===== src/rtl/muldiv_pkg.sv =====
// Shared definitions for the EX-stage multiply/divide unit.
//   - MULDIV_WIDTH : default operand/result width
//   - OP_*         : op encoding driven by the decoder
//   - muldiv_state_e : control FSM states
package muldiv_pkg;

  localparam int unsigned MULDIV_WIDTH = 32;

  localparam logic [1:0] OP_MUL  = 2'b00;
  localparam logic [1:0] OP_MULU = 2'b01;
  localparam logic [1:0] OP_DIV  = 2'b10;
  localparam logic [1:0] OP_DIVU = 2'b11;

  typedef enum logic [1:0] {
    StIdle,
    StRun,
    StFix
  } muldiv_state_e;

endpackage


===== src/rtl/muldiv_step.sv =====
// One iteration of the iterative multiply/divide datapath (combinational).
// Ports:
//   is_div_i  : 1 = restoring-divide step, 0 = shift-add multiply step
//   acc_i     : partial product upper half (mul) / partial remainder (div)
//   quo_i     : multiplier bits still to consume (mul) / dividend shifting into quotient (div)
//   opnd_i    : multiplicand (mul) / divisor (div), both as magnitudes
//   acc_o     : next accumulator
//   quo_o     : next low word
module muldiv_step
  import muldiv_pkg::*;
#(
  parameter int unsigned WIDTH = MULDIV_WIDTH
) (
  input  logic             is_div_i,
  input  logic [WIDTH-1:0] acc_i,
  input  logic [WIDTH-1:0] quo_i,
  input  logic [WIDTH-1:0] opnd_i,
  output logic [WIDTH-1:0] acc_o,
  output logic [WIDTH-1:0] quo_o
);

  logic [WIDTH:0]   mul_sum;
  logic [WIDTH:0]   rem_sh;
  logic [WIDTH+1:0] div_diff;
  logic             unused_diff_bit;

  // The remainder is always below the divisor, so the shifted remainder fits in
  // WIDTH+1 bits; one extra bit on the difference gives the borrow.
  assign mul_sum  = {1'b0, acc_i} + (quo_i[0] ? {1'b0, opnd_i} : '0);
  assign rem_sh   = {acc_i, quo_i[WIDTH-1]};
  assign div_diff = {1'b0, rem_sh} - {2'b00, opnd_i};
  // On a successful subtract the difference is below the divisor, so bit WIDTH is zero.
  assign unused_diff_bit = div_diff[WIDTH];

  always_comb begin
    acc_o = acc_i;
    quo_o = quo_i;
    if (is_div_i) begin
      if (div_diff[WIDTH+1]) begin
        acc_o = rem_sh[WIDTH-1:0];
        quo_o = {quo_i[WIDTH-2:0], 1'b0};
      end else begin
        acc_o = div_diff[WIDTH-1:0];
        quo_o = {quo_i[WIDTH-2:0], 1'b1};
      end
    end else begin
      // Add, then shift the carry-extended upper half right into the low word.
      acc_o = mul_sum[WIDTH:1];
      quo_o = {mul_sum[0], quo_i[WIDTH-1:1]};
    end
  end

endmodule


===== src/rtl/ex_muldiv_unit.sv =====
// Multi-cycle multiply/divide unit for the EX stage. Shift-add multiply and
// restoring divide on operand magnitudes, sign-corrected in a final cycle.
// Ports:
//   clk, startin     : clock, synchronous active-low reset
//   start, op        : issue request and operation (MUL/MULU/DIV/DIVU)
//   src_a, src_b     : multiplicand/dividend, multiplier/divisor
//   flush            : abort the running or issuing operation
//   stall_req        : hold the front of the pipeline
//   busy             : operation in flight (RUN or FIX)
//   done             : one-cycle pulse, hi/lo hold the new result
//   hi, lo           : upper product / remainder, lower product / quotient
//   div_by_zero      : pulse with done for a divide by zero
module ex_muldiv_unit
  import muldiv_pkg::*;
#(
  parameter int unsigned WIDTH = MULDIV_WIDTH
) (
  input  logic             clk,
  input  logic             startin,
  input  logic             start,
  input  logic [1:0]       op,
  input  logic [WIDTH-1:0] src_a,
  input  logic [WIDTH-1:0] src_b,
  input  logic             flush,
  output logic             stall_req,
  output logic             busy,
  output logic             done,
  output logic [WIDTH-1:0] hi,
  output logic [WIDTH-1:0] lo,
  output logic             div_by_zero
);

  localparam int unsigned CNT_W = $clog2(WIDTH) + 1;

  muldiv_state_e state_q, state_d;
  logic [CNT_W-1:0] cnt_q, cnt_d;
  logic [WIDTH-1:0] acc_q, acc_d;
  logic [WIDTH-1:0] quo_q, quo_d;
  logic [WIDTH-1:0] opnd_q, opnd_d;
  logic             is_div_q, is_div_d;
  logic             neg_res_q, neg_res_d;
  logic             neg_rem_q, neg_rem_d;
  logic             dz_q, dz_d;
  logic [WIDTH-1:0] hi_q, hi_d;
  logic [WIDTH-1:0] lo_q, lo_d;
  logic             done_q, done_d;
  logic             dz_out_q, dz_out_d;

  logic             is_signed;
  logic             a_neg, b_neg;
  logic [WIDTH-1:0] a_mag, b_mag;
  logic [WIDTH-1:0] step_acc, step_quo;
  logic [2*WIDTH-1:0] prod, prod_fix;
  logic [WIDTH-1:0] quo_fix, rem_fix;
  logic [WIDTH-1:0] fix_hi, fix_lo;

  assign is_signed = ~op[0];
  assign a_neg     = is_signed & src_a[WIDTH-1];
  assign b_neg     = is_signed & src_b[WIDTH-1];
  // abs(MIN) wraps to MIN, which is the correct unsigned magnitude.
  assign a_mag     = a_neg ? -src_a : src_a;
  assign b_mag     = b_neg ? -src_b : src_b;

  muldiv_step #(
    .WIDTH (WIDTH)
  ) u_step (
    .is_div_i (is_div_q),
    .acc_i    (acc_q),
    .quo_i    (quo_q),
    .opnd_i   (opnd_q),
    .acc_o    (step_acc),
    .quo_o    (step_quo)
  );

  // Sign correction applied in FIX.
  assign prod     = {acc_q, quo_q};
  assign prod_fix = neg_res_q ? -prod : prod;
  assign quo_fix  = neg_res_q ? -quo_q : quo_q;
  // For a zero divisor the remainder is |a|; restoring sign(a) returns src_a exactly.
  assign rem_fix  = neg_rem_q ? -acc_q : acc_q;
  assign fix_hi   = is_div_q ? rem_fix : prod_fix[2*WIDTH-1:WIDTH];
  assign fix_lo   = is_div_q ? (dz_q ? {WIDTH{1'b1}} : quo_fix) : prod_fix[WIDTH-1:0];

  always_comb begin
    state_d   = state_q;
    cnt_d     = cnt_q;
    acc_d     = acc_q;
    quo_d     = quo_q;
    opnd_d    = opnd_q;
    is_div_d  = is_div_q;
    neg_res_d = neg_res_q;
    neg_rem_d = neg_rem_q;
    dz_d      = dz_q;
    hi_d      = hi_q;
    lo_d      = lo_q;
    done_d    = 1'b0;
    dz_out_d  = 1'b0;
    unique case (state_q)
      StIdle: begin
        if (start && !flush) begin
          state_d   = StRun;
          cnt_d     = '0;
          acc_d     = '0;
          is_div_d  = op[1];
          opnd_d    = op[1] ? b_mag : a_mag;
          quo_d     = op[1] ? a_mag : b_mag;
          neg_res_d = a_neg ^ b_neg;
          neg_rem_d = a_neg;
          dz_d      = op[1] & (src_b == '0);
        end
      end
      StRun: begin
        if (flush) begin
          state_d = StIdle;
        end else begin
          acc_d = step_acc;
          quo_d = step_quo;
          cnt_d = cnt_q + 1'b1;
          if (cnt_q == CNT_W'(WIDTH - 1)) begin
            state_d = StFix;
          end
        end
      end
      StFix: begin
        state_d = StIdle;
        if (!flush) begin
          hi_d     = fix_hi;
          lo_d     = fix_lo;
          done_d   = 1'b1;
          dz_out_d = dz_q;
        end
      end
      default: state_d = StIdle;
    endcase
  end

  always_ff @(posedge clk) begin
    if (!startin) begin
      state_q   <= StIdle;
      cnt_q     <= '0;
      acc_q     <= '0;
      quo_q     <= '0;
      opnd_q    <= '0;
      is_div_q  <= 1'b0;
      neg_res_q <= 1'b0;
      neg_rem_q <= 1'b0;
      dz_q      <= 1'b0;
      hi_q      <= '0;
      lo_q      <= '0;
      done_q    <= 1'b0;
      dz_out_q  <= 1'b0;
    end else begin
      state_q   <= state_d;
      cnt_q     <= cnt_d;
      acc_q     <= acc_d;
      quo_q     <= quo_d;
      opnd_q    <= opnd_d;
      is_div_q  <= is_div_d;
      neg_res_q <= neg_res_d;
      neg_rem_q <= neg_rem_d;
      dz_q      <= dz_d;
      hi_q      <= hi_d;
      lo_q      <= lo_d;
      done_q    <= done_d;
      dz_out_q  <= dz_out_d;
    end
  end

  assign busy        = (state_q != StIdle);
  assign stall_req   = (start & ~flush & (state_q == StIdle)) | busy;
  assign done        = done_q;
  assign div_by_zero = dz_out_q;
  assign hi          = hi_q;
  assign lo          = lo_q;

endmodule


===== config.mk =====
export PLATFORM = sky130hd
export DESIGN_NAME = ex_muldiv_unit
export DESIGN_NICKNAME = d
export VERILOG_FILES = /design/src/rtl/muldiv_pkg.sv /design/src/rtl/muldiv_step.sv /design/src/rtl/ex_muldiv_unit.sv
export SDC_FILE = /design/constraint.sdc
export NUM_CORES = 1
export LEC_CHECK = 0
export ABC_AREA = 1
export CAP_MARGIN = 20
export CORE_UTILIZATION = 34
export DETAILED_ROUTE_END_ITERATION = 8
export MAX_ROUTING_LAYER = met4
export PLACE_DENSITY_LB_ADDON = 0.2
export SKIP_CTS_REPAIR_TIMING = 1
export SLEW_MARGIN = 25
export SYNTH_ARGS = -nofsm -noshare
export SYNTH_HDL_FRONTEND = slang
export SYNTH_SLANG_ARGS = --single-unit

===== constraint.sdc =====
create_clock -name clk -period 6.7 [get_ports clk]
set_input_delay 1.34 -clock clk [delete_from_list [all_inputs] [get_ports clk]]
set_output_delay 1.34 -clock clk [all_outputs]
set_load 0.1 [all_outputs]

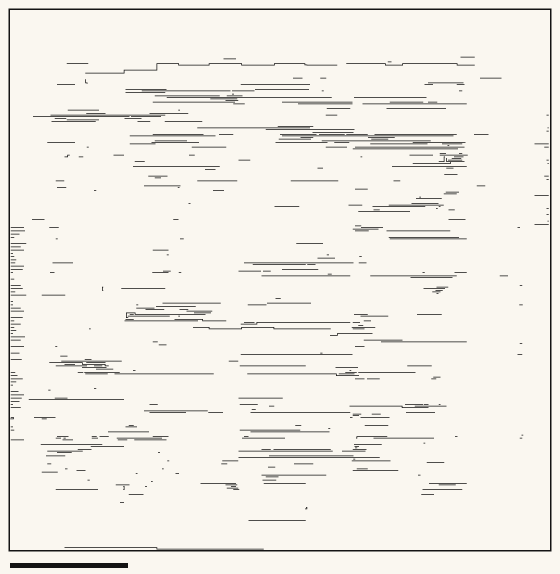
(run_1/layer_met3.png)
The bar under the picture is 50 um long.
- nets with wire on the layer: 308
- wire length on this layer: 4480 um
- longest straight run: 72.2 um
vias after detailed routing: 20360
wirelength, routed: 78.09 mm
global-route track usage on met3: 2.982%

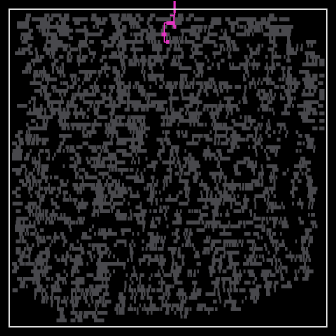
(run_1/io_fan.png)
- flush: magenta (bits 1; direction input; edge top; end cells 4; wire 35.9 um)

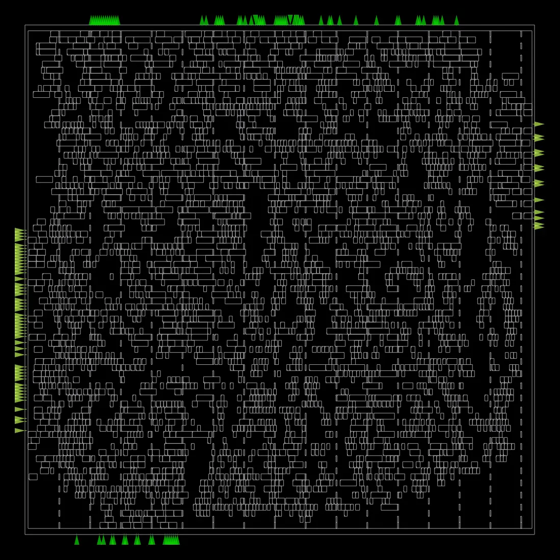
(run_1/placement.png)
post-layout util: 39.46%
Seq area share: 17.53%
core outline area: 50380 um2
Tap Count: 672

==> impl_metrics.csv, run 1 <==
group,metric,value,unit
yosys,ys_seq_elements,174,
die,fp.dieArea,52150,um2
status,status,"complete, no violations",
routing,avgRoutedWirePerCell,20.43,um
grt,grt_usage,30.41,%
layout,multiInputGateArea,11620,um2
final_timing,rsz0062_at_grt,"false",
layout,cell_kind_with_the_greatest_summed_area,"combinational gates",
layout,n_sequential_cell,174,
layout,signed_area_change_from_the_synthesized_netlist_to_the_final_layout,14.09,%
layout,non_clock_inverter_count,494,
grt,grt_first_pass_wirelength,117.0,mm
final_timing,setup_total_negative_slack,0,ns
critical_path,worstPathCellList,"clkdlybuf4s50_1 -> o21ai_0 -> clkdlybuf4s50_1",
yosys,floorplan.nets,3214,
yosys,ys_top_cells_by_count,"854 x sky130_fd_sc_hd__nand2_1, 457 x sky130_fd_sc_hd__inv_1, 292 x sky130_fd_sc_hd__nor2_1",
final_timing,setup_viol,0,
layout,area.sequential,3485,um2
power_and_ir_drop,net-switching-power,1.284,mW
cts,cts_clock_pin_slew_for_the_worst_setup_and_hold_paths,0.08,ns
critical_path,timing.critical_path.buf_inv,2,
cts,later_pin_clock_latency_in_the_skew_report,0.49,ns
yosys,netlist-cell-type-count,55,
layout,insertedDiodeCount,0,
critical_path,worstSetupEndpointType,"primary output",
final_timing,hold-worst-slack,0.5099,ns
power_and_ir_drop,powerComb,1.01,mW
cts,cts_tree,"built",
final_timing,tightestPinTransition,1.016,ns
die,placementRows,82,
run,warning_count,28,
die,io_pins,138,
power_and_ir_drop,cell_internal_pwr,1.874,mW
critical_path,timing.setup.critical_path_class,"input pin to primary output",
power_and_ir_drop,maxPowerGroup,"sequential cells",
layout,comb_area_share,58.45,%
power_and_ir_drop,p_total,3.158,mW
layout,clock_buffer_count,19,
yosys,synth-edff-count,0,
cts,htreeDepth,4,
yosys,area_leaders,"sky130_fd_sc_hd__dfxtp_1 20%, sky130_fd_sc_hd__nand2_1 18%, sky130_fd_sc_hd__inv_1 9.8%",
power_and_ir_drop,p_per_area,158.9,nW/um2
final_timing,hold_violations,0,
critical_path,family_of_cells_with_the_greatest_summed_delay_on_the_critical_path,"buffers and inverters",
yosys,syn-cell-area,17420,um2
final_timing,slew_viol_final,0,
power_and_ir_drop,leakage_component_of_the_power,9.679,nW
routing,drcViolationCount,0,
yosys,yosysMostFrequentCell,"sky130_fd_sc_hd__nand2_1",
layout,num-multi-input-gates,2298,
layout,share_of_final_layout_standard_cells_stronger_than_drive_strength_1,4.762,%
power_and_ir_drop,power_frac_comb,31.9,%
routing,route.detailed.vias_per_inst,5.326,
critical_path,start_kind,"input pin",
run 1: metal layers:
metal | global-route usage [%] | wire length, um
met5 | - | 0
met4 | 11.68 | 2897
met3 | 2.982 | 4482
met2 | 48.34 | 35500
met1 | 39.68 | 35220
run 1: flip-flops by register name, indices dropped and copies added (netlist names), 2 cells and up:
register / flops
state_q: 2
cnt_q: 6
hi: 32
lo: 32
acc_q: 32
quo_q: 32
opnd_q: 32
run 1: layout by cell type (no fill, tap or decap), drive strengths merged, types with 5 or more instances in the layout:
cell type / instances
a21oi: 213
a22oi: 9
a31oi: 23
buf: 16
clkbuf: 19
clkdlybuf4s50: 136
clkinv: 10
dfxtp: 174
ha: 69
inv: 496
nand2: 863
nand3: 276
nand3b: 5
nand4: 44
nor2: 318
nor3: 40
nor4: 5
o211ai: 36
o21ai: 225
o21bai: 16
o221ai: 22
or2: 12
xnor2: 11
xor2: 87
run 1: final timing paths:
kind	slack, ns	end	startpoint	depth (start not counted)
worst min register to register	0.51	cnt_q[0]	cnt_q[0]	1
worst min-delay path	0.51	cnt_q[0]	cnt_q[0]	1
worst max register to register	3.33	acc_q[25]	acc_q[0]	17
worst max-delay path	2.15	stall_req	flush	3
run 1: kinds of logic (layout without fill, tap and decap cells):
logic type	count (synthesis)	in the layout	synth area share [%]
AOI/OAI and AO/OA	562	562	18.22
buffers and inverters	601	678	13.39
DFF	174	174	19.99
xor gates and xnor gates	98	98	4.927
and+or+nand+nor	1567	1567	38.29
adders and majority gates	71	71	5.185
run 1: per-stage QoR:
step	setup slack, ns	util, %
after floorplan	1.854	-
after global placement	2.135	38.27
after detailed placement	2.129	38.27
after CTS	2.127	39.45
after global routing	2.099	39.46
final	2.148	39.46
==> run 2: changes to the inputs <==
==> constraint.sdc (replaced) <==
create_clock -name clk -period 3.65 [get_ports clk]
set_input_delay 0.73 -clock clk [delete_from_list [all_inputs] [get_ports clk]]
set_output_delay 0.73 -clock clk [all_outputs]
set_load 0.1 [all_outputs]
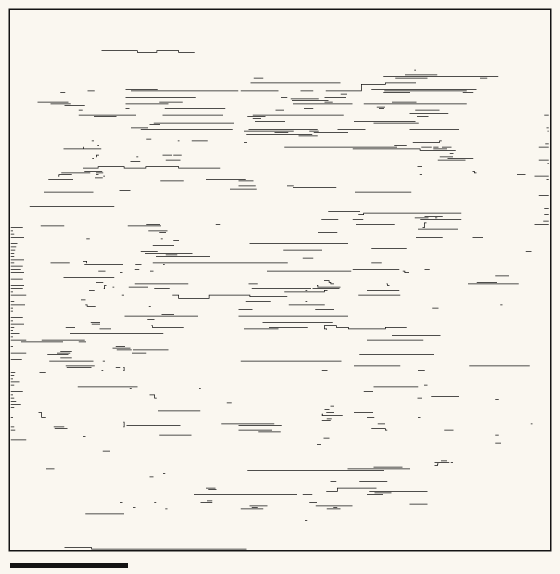
(run_2/layer_met3.png)
The bar under the picture is 50 um long.
- main direction: horizontal
- share of all routed wire: 4.7%
- longest straight run: 65.3 um
- nets with wire on the layer: 294
- wire length on this layer: 3700 um
vias after detailed routing: 20570
global-route track usage on met3: 2.545%

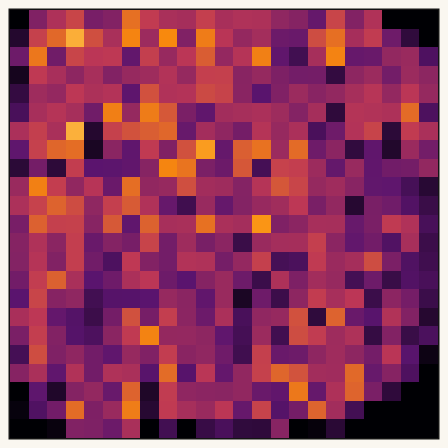
(run_2/cell_density.png)
The die is cut into 23 by 23 equal tiles; black is low, pale yellow is high, 0 to 100% covered.
- nearly empty tiles: 4.5%
- emptiest ninth of the die: lower right
- fullest tile: 83%

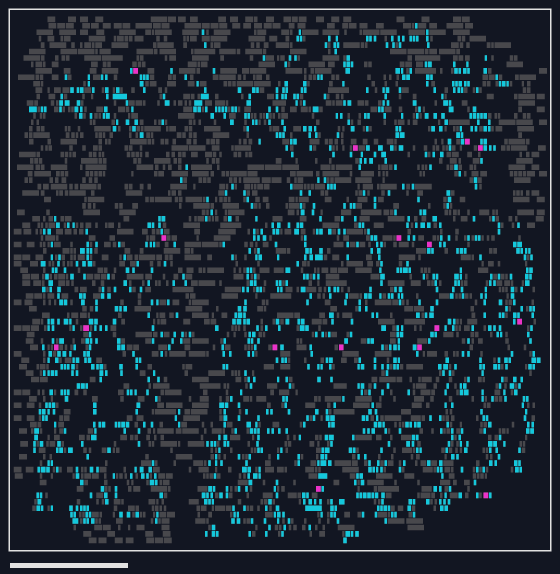
(run_2/logic_types.png)
The bar under the picture is 50 um long.
- nand cells: cyan (cells 1188; where spread over the die)
- and/or cells: magenta (cells 16)
Layout Cells excl Fill: 3871
most numerous logic cell after layout: sky130_fd_sc_hd__nand2_1
fraction of standard cell area in multi-input logic: 57.37%

==> run 2 against run 1 <==
Compared with the run above: via count is 1.0% higher; critical path type is now flip-flop to flip-flop; clock skew is 0.0019 ns lower; final cell count is 1.3% higher; sequential power is 82% higher.
==> impl_metrics.csv, run 2 <==
group,metric,value,unit
critical_path,timing.critical_path.buf_inv,5,
grt,via_count_of_the_first_global_routing_pass,18960,
yosys,area_leaders,"sky130_fd_sc_hd__dfxtp_1 20%, sky130_fd_sc_hd__nand2_1 18%, sky130_fd_sc_hd__inv_1 9.8%",
layout,design_area,20250,um2
routing,antenna_violation_net_count_after_detailed_routing,0,
critical_path,crit_fanout,16,
grt,grt_max_degree,113,
routing,avgRoutedWirePerCell,20.43,um
critical_path,worstPathCellList,"buf_4 -> buf_4 -> nand2_1 -> inv_1 -> ha_1 -> nand2_1 -> nor2_1 -> inv_1 -> nor3_1 -> nand3_1 -> nand3_1 -> nand2_1 -> nand3_1 -> nand2_1 -> inv_1 -> nand2_1 -> a21oi_1",
min_path,min_path_cells,2,
critical_path,critPathRequiredTime,4.06,ns
min_path,worst_hold_path_type,"flip-flop to flip-flop",
grt,grt_antenna_before_repair,1,
yosys,top_area_cell,"sky130_fd_sc_hd__dfxtp_1",
final_timing,final_critical_path_setup_slack,0.5156,ns
placement,preCtsSetupSlack,0.2399,ns
critical_path,critical_path.most_common_cell,"sky130_fd_sc_hd__nand2_1",
routing,drt_pre_antenna_iters,5,
yosys,syn-cell-area,17420,um2
die,placementRows,82,
yosys,synthArstFlopShare,0,%
yosys,ys_top_cells_by_count,"854 x sky130_fd_sc_hd__nand2_1, 457 x sky130_fd_sc_hd__inv_1, 292 x sky130_fd_sc_hd__nor2_1",
yosys,yosys_warnings,0,
layout,area.sequential,3485,um2
yosys,floorplan.nets,3214,
critical_path,cp.depth,17,
critical_path,worst-endpoint-arrival,3.55,ns
critical_path,worstSetupEndpointType,"flip-flop",
cts,cts_clock_pin_slew_for_the_worst_setup_and_hold_paths,0.08,ns
yosys,yosysMostFrequentCell,"sky130_fd_sc_hd__nand2_1",
layout,final_util,40.20,%
min_path,hold_path_startpoint,"lo[23]",
critical_path,start_kind,"flip-flop",
final_timing,slew_viol_final,0,
yosys,synth-edff-count,0,
routing,first_iter_violations,1694,
critical_path,ff2ff_path_depth,17,
placement,io_buffer_count,137,
final_timing,tightestPinTransition,1.045,ns
yosys,yosys-stat-cells,3073,
yosys,ys_seq_elements,174,
die,coreArea,50380,um2
power_and_ir_drop,p_total,5.928,mW
layout,multiInputGateArea,11620,um2
status,status,"complete, no violations",
final_timing,hold_violations,0,
die,die_x,228.4,um
final_timing,finalCriticalPeriod,3.134,ns
grt,grt_remaining_overflow,0,
critical_path,critical_path.slowest_cell,"sky130_fd_sc_hd__dfxtp_1",
critical_path,family_of_cells_with_the_greatest_summed_delay_on_the_critical_path,"simple AND/OR/NAND/NOR gates",
cts,htreeDepth,4,
layout,share_of_final_layout_standard_cells_stronger_than_drive_strength_1,6.162,%
cts,tritoncts_num_sinks,174,
routing,drcViolationCount,0,
grt,grt_first_pass_wirelength,118.4,mm
grt,grt_usage,30.82,%
cts,later_pin_clock_latency_in_the_skew_report,0.49,ns
layout,most-common-layout-cells,"854 x sky130_fd_sc_hd__nand2_1, 457 x sky130_fd_sc_hd__inv_1, 291 x sky130_fd_sc_hd__nor2_1, 271 x sky130_fd_sc_hd__nand3_1, 210 x sky130_fd_sc_hd__a21oi_1",
routing,route.detailed.vias_per_inst,5.313,
layout,layout.filler_cells,5611,
die,io_pins,138,
final_timing,hold-worst-slack,0.5113,ns
die,die_h,228.4,um
placement,gp_routability_congestion,1.054,
cts,cts_tree,"built",
yosys,netlist-cell-type-count,55,
routing,drt-total-wl,79.08,mm
power_and_ir_drop,leakage_component_of_the_power,9.933,nW
critical_path,critical_path.reg2reg.startpoint,"quo_q[0]",
layout,signed_area_change_from_the_synthesized_netlist_to_the_final_layout,16.25,%
die,floorplan.core_util,34.58,%
critical_path,worst_setup_path_startpoint,"quo_q[0]",
cts,cts.path.max_buffers,2,
power_and_ir_drop,p_per_area,292.7,nW/um2
die,fp.dieArea,52150,um2
run,warning_count,28,
final_timing,setup_viol,0,
yosys,synth_seq_share,19.99,%
final_timing,setup_total_negative_slack,0,ns
final_timing,rsz0062_at_grt,"false",
yosys,synth_top_flop_cell,"sky130_fd_sc_hd__dfxtp_1",
final_timing,final.period_utilization,85.87,%
critical_path,timing.setup.critical_path_class,"flip-flop to flip-flop",
-- run 2: cell counts after synthesis --
Identical to the previous run, type by type.
-- run 2: path summary, 6_finish.rpt --
kind                            slack [ns]   endpoint
worst max-delay path                  0.52  acc_q[23]
worst min-delay path                  0.51     lo[23]
worst min register to register        0.51     lo[23]
worst max register to register        0.52  acc_q[23]
-- run 2: area by class of cell --
cell class | count | area share (%)
diodes | 2 | 0.02471
clock buffers | 19 | 2.187
clock inverters | 13 | 0.8093
inverters | 494 | 9.155
multi-input cells | 2298 | 57.37
flip-flops and latches | 174 | 17.21
well taps | 672 | 4.151
repair buffers | 199 | 9.100
-- run 2: cell families (layout without fill, tap and decap cells) --
| kind of cell | after synthesis | after routing | synth area share (%) |
|---|---|---|---|
| compound gates | 562 | 562 | 18.22 |
| xor+xnor | 98 | 98 | 4.927 |
| fa+ha+maj | 71 | 71 | 5.185 |
| buf+inv | 601 | 725 | 13.39 |
| flops | 174 | 174 | 19.99 |
| other cells | 0 | 2 | 0 |
| simple gates | 1567 | 1567 | 38.29 |
-- run 2: per-layer routing --
| layer | up-vias | wire (um) | GRT usage, % | part of all wire (%) |
|---|---|---|---|---|
| met1 | 9667 | 36750 | 41.27 | 46 |
| met2 | 662 | 36150 | 48.69 | 46 |
| met5 | - | 0 | - | 0 |
| li1 | 10150 | - | - | - |
| met4 | 0 | 2477 | 10.38 | 3.1 |
| met3 | 92 | 3700 | 2.545 | 4.7 |
-- run 2: where the power goes --
| part | switching, mW | internal [mW] | total (mW) |
|---|---|---|---|
| registers | 0.0876 | 1.96 | 2.04 |
| logic | 1.36 | 0.564 | 1.92 |
| clock network | 0.961 | 0.998 | 1.96 |
| total | 2.41 | 3.52 | 5.93 |
Power and IR drop assume default switching activity.
